**Run 1: sequential cells grouped by signal name**

Scale: 8 px per um.
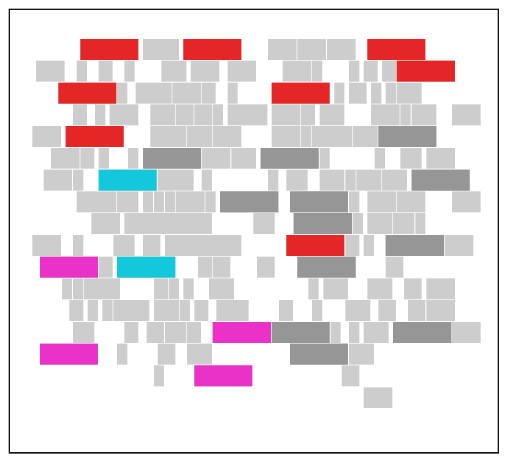
**Run 1: M1 wires**

Scale: 4 px per um.
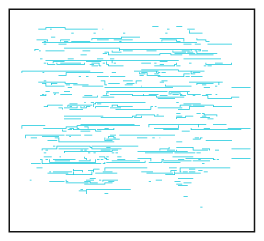
**Run 1: track usage over the die**

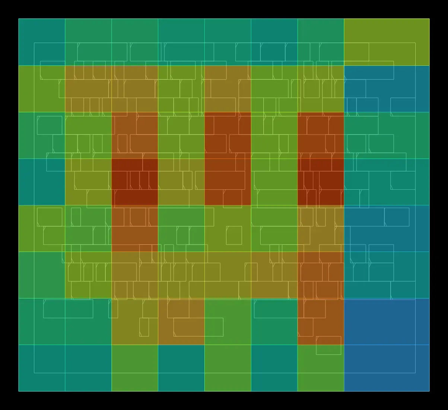
**Run 1: layout detail**

Window x 33 to 58, y 29 to 54 um. Cells in gray, sequential cells in the stronger gray; small squares are vias.
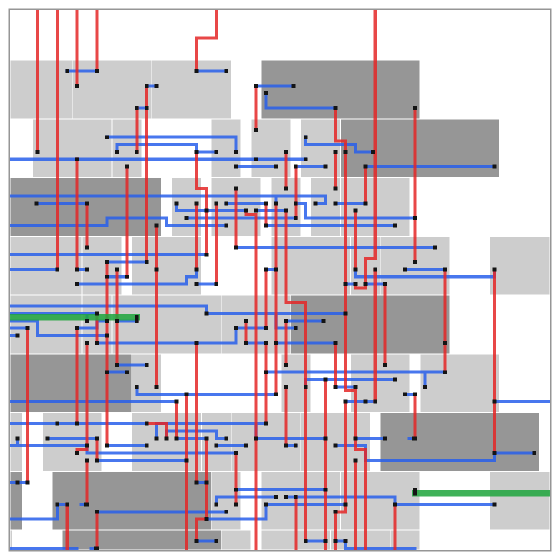
File: src/rtl/s27_bist_pkg.sv
// Shared types and default constants for the s27 self-test wrapper.
// The SISR sub-module and the controller top both import this package.
package s27_bist_pkg;

  typedef enum logic [1:0] {
    IDLE,
    INIT,
    RUN,
    DONE
  } state_t;

  localparam logic [3:0] DEF_INIT_VEC  = 4'b1100;
  localparam logic [3:0] DEF_LFSR_SEED = 4'b0001;
  localparam logic [3:0] DEF_LFSR_TAPS = 4'b1100;
  localparam logic [7:0] DEF_SISR_TAPS = 8'hB8;

endpackage

File: src/rtl/bist_sisr.sv
// Serial-input signature register compacting the core response, one bit per enabled clock.
// clr has priority over en so that a restart always begins from a zero signature.
module bist_sisr
  import s27_bist_pkg::*;
#(
  parameter int                SIG_W     = 8,
  parameter logic [SIG_W-1:0]  SISR_TAPS = DEF_SISR_TAPS
) (
  input  logic             CK,
  input  logic             RST,
  input  logic             clr,
  input  logic             en,
  input  logic             din,
  output logic [SIG_W-1:0] sig
);

  logic [SIG_W-1:0] sig_shift;

  always_comb begin
    sig_shift = {sig[SIG_W-2:0], 1'b0} ^ (sig[SIG_W-1] ? SISR_TAPS : '0);
    sig_shift = sig_shift ^ {{(SIG_W-1){1'b0}}, din};
  end

  always_ff @(posedge CK) begin
    if (RST || clr) begin
      sig <= '0;
    end else if (en) begin
      sig <= sig_shift;
    end
  end

endmodule

File: src/rtl/s27_bist_ctrl.sv
// BIST controller for the s27 core: LFSR pattern source, INIT/RUN sequencing and
// signature comparison. Every output is decoded from registered state only.
module s27_bist_ctrl
  import s27_bist_pkg::*;
#(
  parameter int               PAT_W        = 4,
  parameter logic [PAT_W-1:0] LFSR_SEED    = DEF_LFSR_SEED,
  parameter logic [PAT_W-1:0] LFSR_TAPS    = DEF_LFSR_TAPS,
  parameter logic [PAT_W-1:0] INIT_VEC     = DEF_INIT_VEC,
  parameter int               INIT_CYCLES  = 3,
  parameter int               NUM_PATTERNS = 15,
  parameter int               SIG_W        = 8,
  parameter logic [SIG_W-1:0] SISR_TAPS    = DEF_SISR_TAPS
) (
  input  logic             CK,
  input  logic             RST,
  input  logic             start,
  input  logic [SIG_W-1:0] golden,
  input  logic             cut_resp,
  output logic [PAT_W-1:0] pat,
  output logic             busy,
  output logic             done,
  output logic             pass,
  output logic [SIG_W-1:0] sig
);

  localparam int MAX_CNT = (INIT_CYCLES > NUM_PATTERNS) ? INIT_CYCLES : NUM_PATTERNS;
  localparam int CNT_W   = $clog2(MAX_CNT + 1);
  localparam logic [CNT_W-1:0] INIT_LAST = CNT_W'(INIT_CYCLES - 1);
  localparam logic [CNT_W-1:0] RUN_LAST  = CNT_W'(NUM_PATTERNS - 1);

  generate
    if (LFSR_SEED == '0) begin : g_bad_seed
      $error("s27_bist_ctrl: LFSR_SEED must be non-zero");
    end
    if (INIT_CYCLES < 2) begin : g_bad_init
      $error("s27_bist_ctrl: INIT_CYCLES must be at least 2");
    end
    if (NUM_PATTERNS < 1) begin : g_bad_num
      $error("s27_bist_ctrl: NUM_PATTERNS must be at least 1");
    end
  endgenerate

  state_t           state, state_n;
  logic [CNT_W-1:0] cnt, cnt_n;
  logic [PAT_W-1:0] lfsr, lfsr_n;
  logic [SIG_W-1:0] golden_q, golden_n;
  logic             sisr_clr, sisr_en;

  always_comb begin
    state_n  = state;
    cnt_n    = cnt;
    lfsr_n   = lfsr;
    golden_n = golden_q;
    sisr_clr = 1'b0;
    sisr_en  = 1'b0;
    case (state)
      IDLE, DONE: begin
        if (start) begin
          state_n  = INIT;
          cnt_n    = '0;
          lfsr_n   = LFSR_SEED;
          sisr_clr = 1'b1;
        end
      end
      INIT: begin
        if (cnt == INIT_LAST) begin
          state_n = RUN;
          cnt_n   = '0;
        end else begin
          cnt_n = cnt + 1'b1;
        end
      end
      RUN: begin
        sisr_en = 1'b1;
        lfsr_n  = {lfsr[PAT_W-2:0], ^(lfsr & LFSR_TAPS)};
        // golden is latched on the final capture edge so pass needs no input path
        if (cnt == RUN_LAST) begin
          state_n  = DONE;
          golden_n = golden;
        end else begin
          cnt_n = cnt + 1'b1;
        end
      end
      default: state_n = IDLE;
    endcase
  end

  always_ff @(posedge CK) begin
    if (RST) begin
      state    <= IDLE;
      cnt      <= '0;
      lfsr     <= LFSR_SEED;
      golden_q <= '0;
    end else begin
      state    <= state_n;
      cnt      <= cnt_n;
      lfsr     <= lfsr_n;
      golden_q <= golden_n;
    end
  end

  bist_sisr #(
    .SIG_W     (SIG_W),
    .SISR_TAPS (SISR_TAPS)
  ) u_sisr (
    .CK  (CK),
    .RST (RST),
    .clr (sisr_clr),
    .en  (sisr_en),
    .din (cut_resp),
    .sig (sig)
  );

  always_comb begin
    pat  = (state == RUN) ? lfsr : INIT_VEC;
    busy = (state == INIT) || (state == RUN);
    done = (state == DONE);
    pass = (state == DONE) && (sig == golden_q);
  end

endmodule

File: config.mk
export PLATFORM = sky130hd
export DESIGN_NAME = s27_bist_ctrl
export DESIGN_NICKNAME = d
export VERILOG_FILES = /design/src/rtl/s27_bist_pkg.sv /design/src/rtl/bist_sisr.sv /design/src/rtl/s27_bist_ctrl.sv
export SDC_FILE = /design/constraint.sdc
export NUM_CORES = 1
export LEC_CHECK = 0
export CAP_MARGIN = 20
export CORE_ASPECT_RATIO = 0.9
export CORE_MARGIN = 2
export CORE_UTILIZATION = 45
export CTS_BUF_LIST = sky130_fd_sc_hd__clkbuf_8
export DETAILED_ROUTE_END_ITERATION = 16
export PLACE_DENSITY = 0.76
export SLEW_MARGIN = 5
export SYNTH_ARGS = -nofsm -noshare
export SYNTH_HDL_FRONTEND = slang
export SYNTH_SLANG_ARGS = --single-unit
File: constraint.sdc
create_clock -name CK -period 5.77 [get_ports CK]
set_clock_uncertainty 0.15 [all_clocks]
set_input_delay 1.154 -clock CK [delete_from_list [all_inputs] [get_ports CK]]
set_output_delay 1.154 -clock CK [all_outputs]
set_load 0.01 [all_outputs]
==> impl_metrics.json, run 1 <==
{
  "run_status": "finished clean",
  "grtUsageMet2": 0.276,
  "fillers": 263,
  "setup.worst_path.start_class": "flip-flop",
  "dp.cells": 204,
  "timing.fmax_ghz": 0.282,
  "fin_crit_ns": 3.55,
  "number_of_non_clock_buffers": 26,
  "powerComb_mw": 0.218,
  "synth-main-ff-cell": "dfxtp_1",
  "p_comb_frac": 0.368,
  "clock_buffer_count": 3,
  "worstHoldPathCells": 2,
  "most_common_cell": "dfxtp_1",
  "highest_metal_used": "met4",
  "timing_worst_slew_pin_value_ns": 0.941,
  "synth.net_count": 170,
  "finalCritPeriodShare": 0.616,
  "timing.setup.critical_path_class": "flip-flop to output port",
  "chipArea_sq_um": 3370,
  "power_density_nw_per_um2": 367,
  "comb_multi_in": 107,
  "comb_area_frac": 0.429,
  "netlist_area_sq_um": 1310,
  "cts.htree.levels": 1,
  "grt_first_pass_wirelength_um": 4430,
  "hold_start": "golden_q[1]",
  "crit-reg2reg-launch": "state[0]",
  "ys_seq_elements": 26,
  "detail-route-antenna-nets": 0,
  "max-cap-violations": 0,
  "clkTransAtPathRegs_ns": 0.09,
  "warnings": 30,
  "synth.avg_cell_area_sq_um": 8.64,
  "post_synth_most_frequent_cells": "dfxtp_1 (26), nand2_1 (21), nor2_1 (17), a21oi_1 (10), xnor2_1 (9)",
  "synth.largest_area_cell": "dfxtp_1",
  "seqPwrFrac": 0.375,
  "reg.largest.list": "golden_q (8), u_sisr.sig (8)",
  "m1_wire_length_um": 1300,
  "cp-end-kind": "output port",
  "worst_case_setup_margin_in_the_final_layout_ns": 2.22,
  "worstReg2RegEnd": "cnt[3]",
  "area_share_clock_buf_inv": 0.0442,
  "worst_setup_path_startpoint": "state[0]",
  "area_growth_syn_to_layout_pct": 22.8,
  "power-top-group": "sequential cells",
  "report.power.total_mw": 0.591,
  "gp_routability_congestion": 0.728,
  "dominant_cells": "combinational gates",
  "bufAreaShareNonClock": 0.161,
  "class_of_the_tightest_hold_or_removal_check": "flip-flop to flip-flop",
  "globalRouteOverflowTotal": 0,
  "share_clk_of_total_power": 0.257,
  "leakagePower_nw": 0.582,
  "final_cells": 208,
  "r2r_setup_slack_ns": 3.12,
  "worst_hold_path.endpoint": "golden_q[1]",
  "cts_repair_resize_count": 0,
  "detailroute.wirelength.met2_um": 1190,
  "clock-root-buffer": "clkbuf_8",
  "drt-initial-drc-count": 37,
  "buffer_depth_of_the_longest_clock_path": 2,
  "ys_seq_frac": 0.396,
  "hold_slack_ns": 0.324,
  "design_area_sq_um": 1610,
  "met3_wirelength_um": 112,
  "ys_async_sr_fraction": 0,
  "yosys.area.top_type_share": 0.396,
  "irDropWorstVdd_mv": 0.260,
  "power.switching_fraction": 0.328,
  "fin_nets": 187,
  "post_synth_inst_count": 152,
  "first_global_vias": 989,
  "core_util_floorplan": 0.474,
  "ios": 27,
  "maxSlewViolCount": 0,
  "cts_buffers": 3,
  "p_clk_mw": 0.152,
  "cell_internal_pwr_mw": 0.397,
  "drc": 0,
  "antennaDiodeCount": 0,
  "place_area_sq_um": 1540,
  "critical_path_end": "pat[1]",
  "core-area_sq_um": 2770,
  "critPathMaxFanout": 25
}
Back to the opening pictures, 'sequential cells grouped by signal name':
- cyan: state (flops 2)
- red: golden_q (flops 8)
- magenta: cnt (flops 4)
fraction of standard cell area that is sequential: 0.323
sequential cell area in the final layout: 520 sq um
utilization after layout: 0.582
power in sequential cells: 0.221 mW

Back to the opening pictures, 'M1 wires':
- share of all routed wire: 50%
- main direction: horizontal
- nets with wire on the layer: 159
Via Count: 1060
met1 usage: 0.224
Final Routed Wirelength: 2610 um

Back to the opening pictures, 'track usage over the die':
Tot GR Track Use: 0.169
global routing usage on met3: 0.0515
layer carrying the most global-route usage: met2
routed wirelength normalized by instance count: 12.6 um

Back to the opening pictures, 'layout detail':
- red: M2
- green: M3
- blue: M1
- netlist names of flops here include: u_sisr.sig (4), golden_q (3)
- most frequent: clkdlybuf4s50_1 (10), nand2_1 (7), dfxtp_1 (7)
- sequential cells in the window: 7
- cells with their middle in the window: 44

[run 1: cells in the final DEF, fill, tap and decap left out, drive strengths merged, types with 5 or more instances in the layout]
master	synthesis	layout
a21oi	10	10
xnor2	9	9
nor2	17	17
inv	5	5
a211oi	5	5
dfxtp	26	26
clkdlybuf4s50	0	26
ha	6	6
nand2	21	21
[run 1: kinds of logic (layout without fill, tap and decap cells)]
kind of cell,after synthesis,count (layout),share of synthesized area
fa+ha+maj,6,6,0.0571
mux,4,4,0.0305
simple gates,59,59,0.215
flops,26,26,0.396
compound gates,25,25,0.137
xor+xnor,13,13,0.0867
buf+inv,19,35,0.0771
[run 1: worst max-delay path: stages, from the launching register on]
cell and delay [ns]:
dfxtp_1 0.36, inv_1 0.08, ha_1 0.77, and2_1 0.23, clkdlybuf4s50_1 0.53
**Run 1: gate-type map**

Scale: 4 px per um.
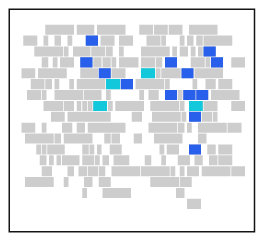

==> run 1 -> run 2 <==
- clock period: 5.77 -> 3.38 ns (I/O delays scaled with it)
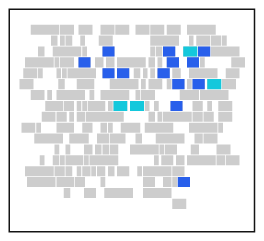
**Above:** run 2 (gate-type map).
Scale: 4 px per um.
- cyan: mux cells (cells 4)
- blue: xor and xnor cells (cells 13)

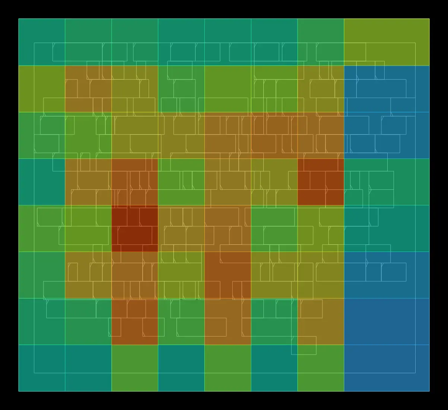
**Above:** run 2 (track usage over the die).
routed wirelength normalized by instance count: 12.7 um
met1 usage: 0.232
global routing usage on met3: 0.0632
utilization after layout: 0.574
met2 Resource Use GR: 0.260

==> impl_metrics.json, run 2 <==
{
  "run_status": "finished clean",
  "cts_buffers": 3,
  "worstHoldPathCells": 2,
  "routed-via-count": 1047,
  "antennaDiodeCount": 0,
  "final_cells": 208,
  "fin_nets": 188,
  "r2r_setup_slack_ns": 1.07,
  "drc": 0,
  "setup.worst_path.start_class": "flip-flop",
  "crit-reg2reg-launch": "state[0]",
  "cts_repair_resize_count": 0,
  "antenna_found_initial": 0,
  "report.power.total_mw": 0.920,
  "simple_gate_share": 0.215,
  "detailroute.wirelength.met2_um": 1240,
  "synth.avg_cell_area_sq_um": 8.64,
  "ys_seq_elements": 26,
  "place_area_sq_um": 1550,
  "p_comb_frac": 0.406,
  "first_global_vias": 960,
  "gr-usage-all-layers": 0.171,
  "globalRouteOverflowTotal": 0,
  "irDropWorstVdd_mv": 0.332,
  "fin_crit_ns": 2.83,
  "critPathMaxFanout": 17,
  "m1_wire_length_um": 1240,
  "worst_hold_path.endpoint": "golden_q[5]",
  "synth.mux.area_fraction": 0.0305,
  "finalSetupTns_ns": 0,
  "gp_routability_congestion": 0.738,
  "worst-r2r-cell-count": 6,
  "cell_internal_pwr_mw": 0.601,
  "logic_family": "simple AND/OR/NAND/NOR gates",
  "area_leaders": "dfxtp_1 (40%), nand2_1 (6.0%), xnor2_1 (6.0%)",
  "worstReg2RegEnd": "cnt[3]",
  "buffer_depth_of_the_longest_clock_path": 2,
  "leakagePower_nw": 0.573,
  "detail-route-antenna-nets": 0,
  "clock-root-buffer": "clkbuf_8",
  "finalHoldViolCount": 0,
  "hold_slack_ns": 0.324,
  "critPathRequiredTime_ns": 2.55,
  "critical_path_end": "pat[1]",
  "ys_seq_frac": 0.396,
  "timing.fmax_ghz": 0.353,
  "max-cap-violations": 0,
  "dp.cells": 205,
  "grt_first_pass_wirelength_um": 4400,
  "powerSeq_mw": 0.379,
  "finalCritPeriodShare": 0.837,
  "area_growth_syn_to_layout_pct": 21.0,
  "ios": 27,
  "synth.largest_area_cell": "dfxtp_1",
  "hold_start": "golden_q[5]",
  "share_clk_of_total_power": 0.182,
  "final_layout_size_suffix_gt1_frac": 0.0357,
  "and_or_or_and_cells_area_fraction": 0.137,
  "timing_worst_slew_pin_value_ns": 0.656,
  "ys_async_sr_fraction": 0,
  "design_area_sq_um": 1590,
  "synth-area-yosys_sq_um": 1310,
  "class_of_the_tightest_hold_or_removal_check": "flip-flop to flip-flop",
  "chipArea_sq_um": 3370,
  "power_density_nw_per_um2": 579,
  "core-area_sq_um": 2770,
  "post_synth_inst_count": 152,
  "fp-row-count": 18,
  "seqPwrFrac": 0.412,
  "synth-main-ff-cell": "dfxtp_1",
  "cts.sink_count": 26,
  "power-top-group": "sequential cells",
  "largest_net_degree_at_the_start_of_global_routing": 20,
  "synth_xor_xnor_area_share": 0.0867,
  "power.switching_fraction": 0.346,
  "timing.setup.critical_path_class": "flip-flop to output port",
  "fillers": 254,
  "synthesis.yosys.warnings": 0,
  "maxSlewViolCount": 0,
  "cp-end-kind": "output port",
  "yosys.area.top_type_share": 0.396,
  "powerComb_mw": 0.373,
  "synth.net_count": 170,
  "cts.htree.levels": 1,
  "seq_area_sq_um": 520,
  "warnings": 30,
  "gr-max-usage-layer": "met2",
  "drt-initial-drc-count": 45,
  "placement.setup.worst_slack_ns": 0.834,
  "mostFrequentLayoutCells": "dfxtp_1 (26), clkdlybuf4s50_1 (26), nand2_1 (21)",
  "highest_metal_used": "met4",
  "worst_setup_path_startpoint": "state[0]",
  "final_routed_wirelength_um": 2640,
  "most_common_cell": "dfxtp_1",
  "reg.largest.list": "golden_q (8), u_sisr.sig (8)",
  "clkTransAtPathRegs_ns": 0.08,
  "post_synth_most_frequent_cells": "dfxtp_1 (26), nand2_1 (21), nor2_1 (17), a21oi_1 (10), xnor2_1 (9)",
  "dieHeight_um": 55.3,
  "met3_wirelength_um": 141,
  "p_clk_mw": 0.168,
  "core_util_floorplan": 0.474,
  "synth-adder-area-share": 0.0571,
  "netlist_area_sq_um": 1310,
  "worst_case_setup_margin_in_the_final_layout_ns": 0.550
}
==> run 2: cell count changes in the layout (fill, tap and decap cells not counted), sizes merged <==
cell	before	now
buf	0	1
bufinv	1	0
==> run 2: layout make-up <==
cell class,instances,share of cell area
multi-input combinational,107,0.435
sequential,26,0.327
timing repair buffer,27,0.168
tap,40,0.0315
clock buffer,3,0.0260
inverter,5,0.0118
==> run 2: worst max-delay path: stages, from the launching register on <==
cell             delay (ns)
dfxtp_1                0.36
inv_1                  0.07
ha_1                   0.56
and2_1                 0.22
clkdlybuf4s50_1        0.53
==> run 2: cell families (layout without fill, tap and decap cells) <==
family,Yosys count,after routing
fa+ha+maj,6,6
flops,26,26
mux,4,4
xor+xnor,13,13
compound gates,25,25
buf+inv,19,35
simple gates,59,59
Power figures rest on the tool's default switching activity, not on a simulated workload.
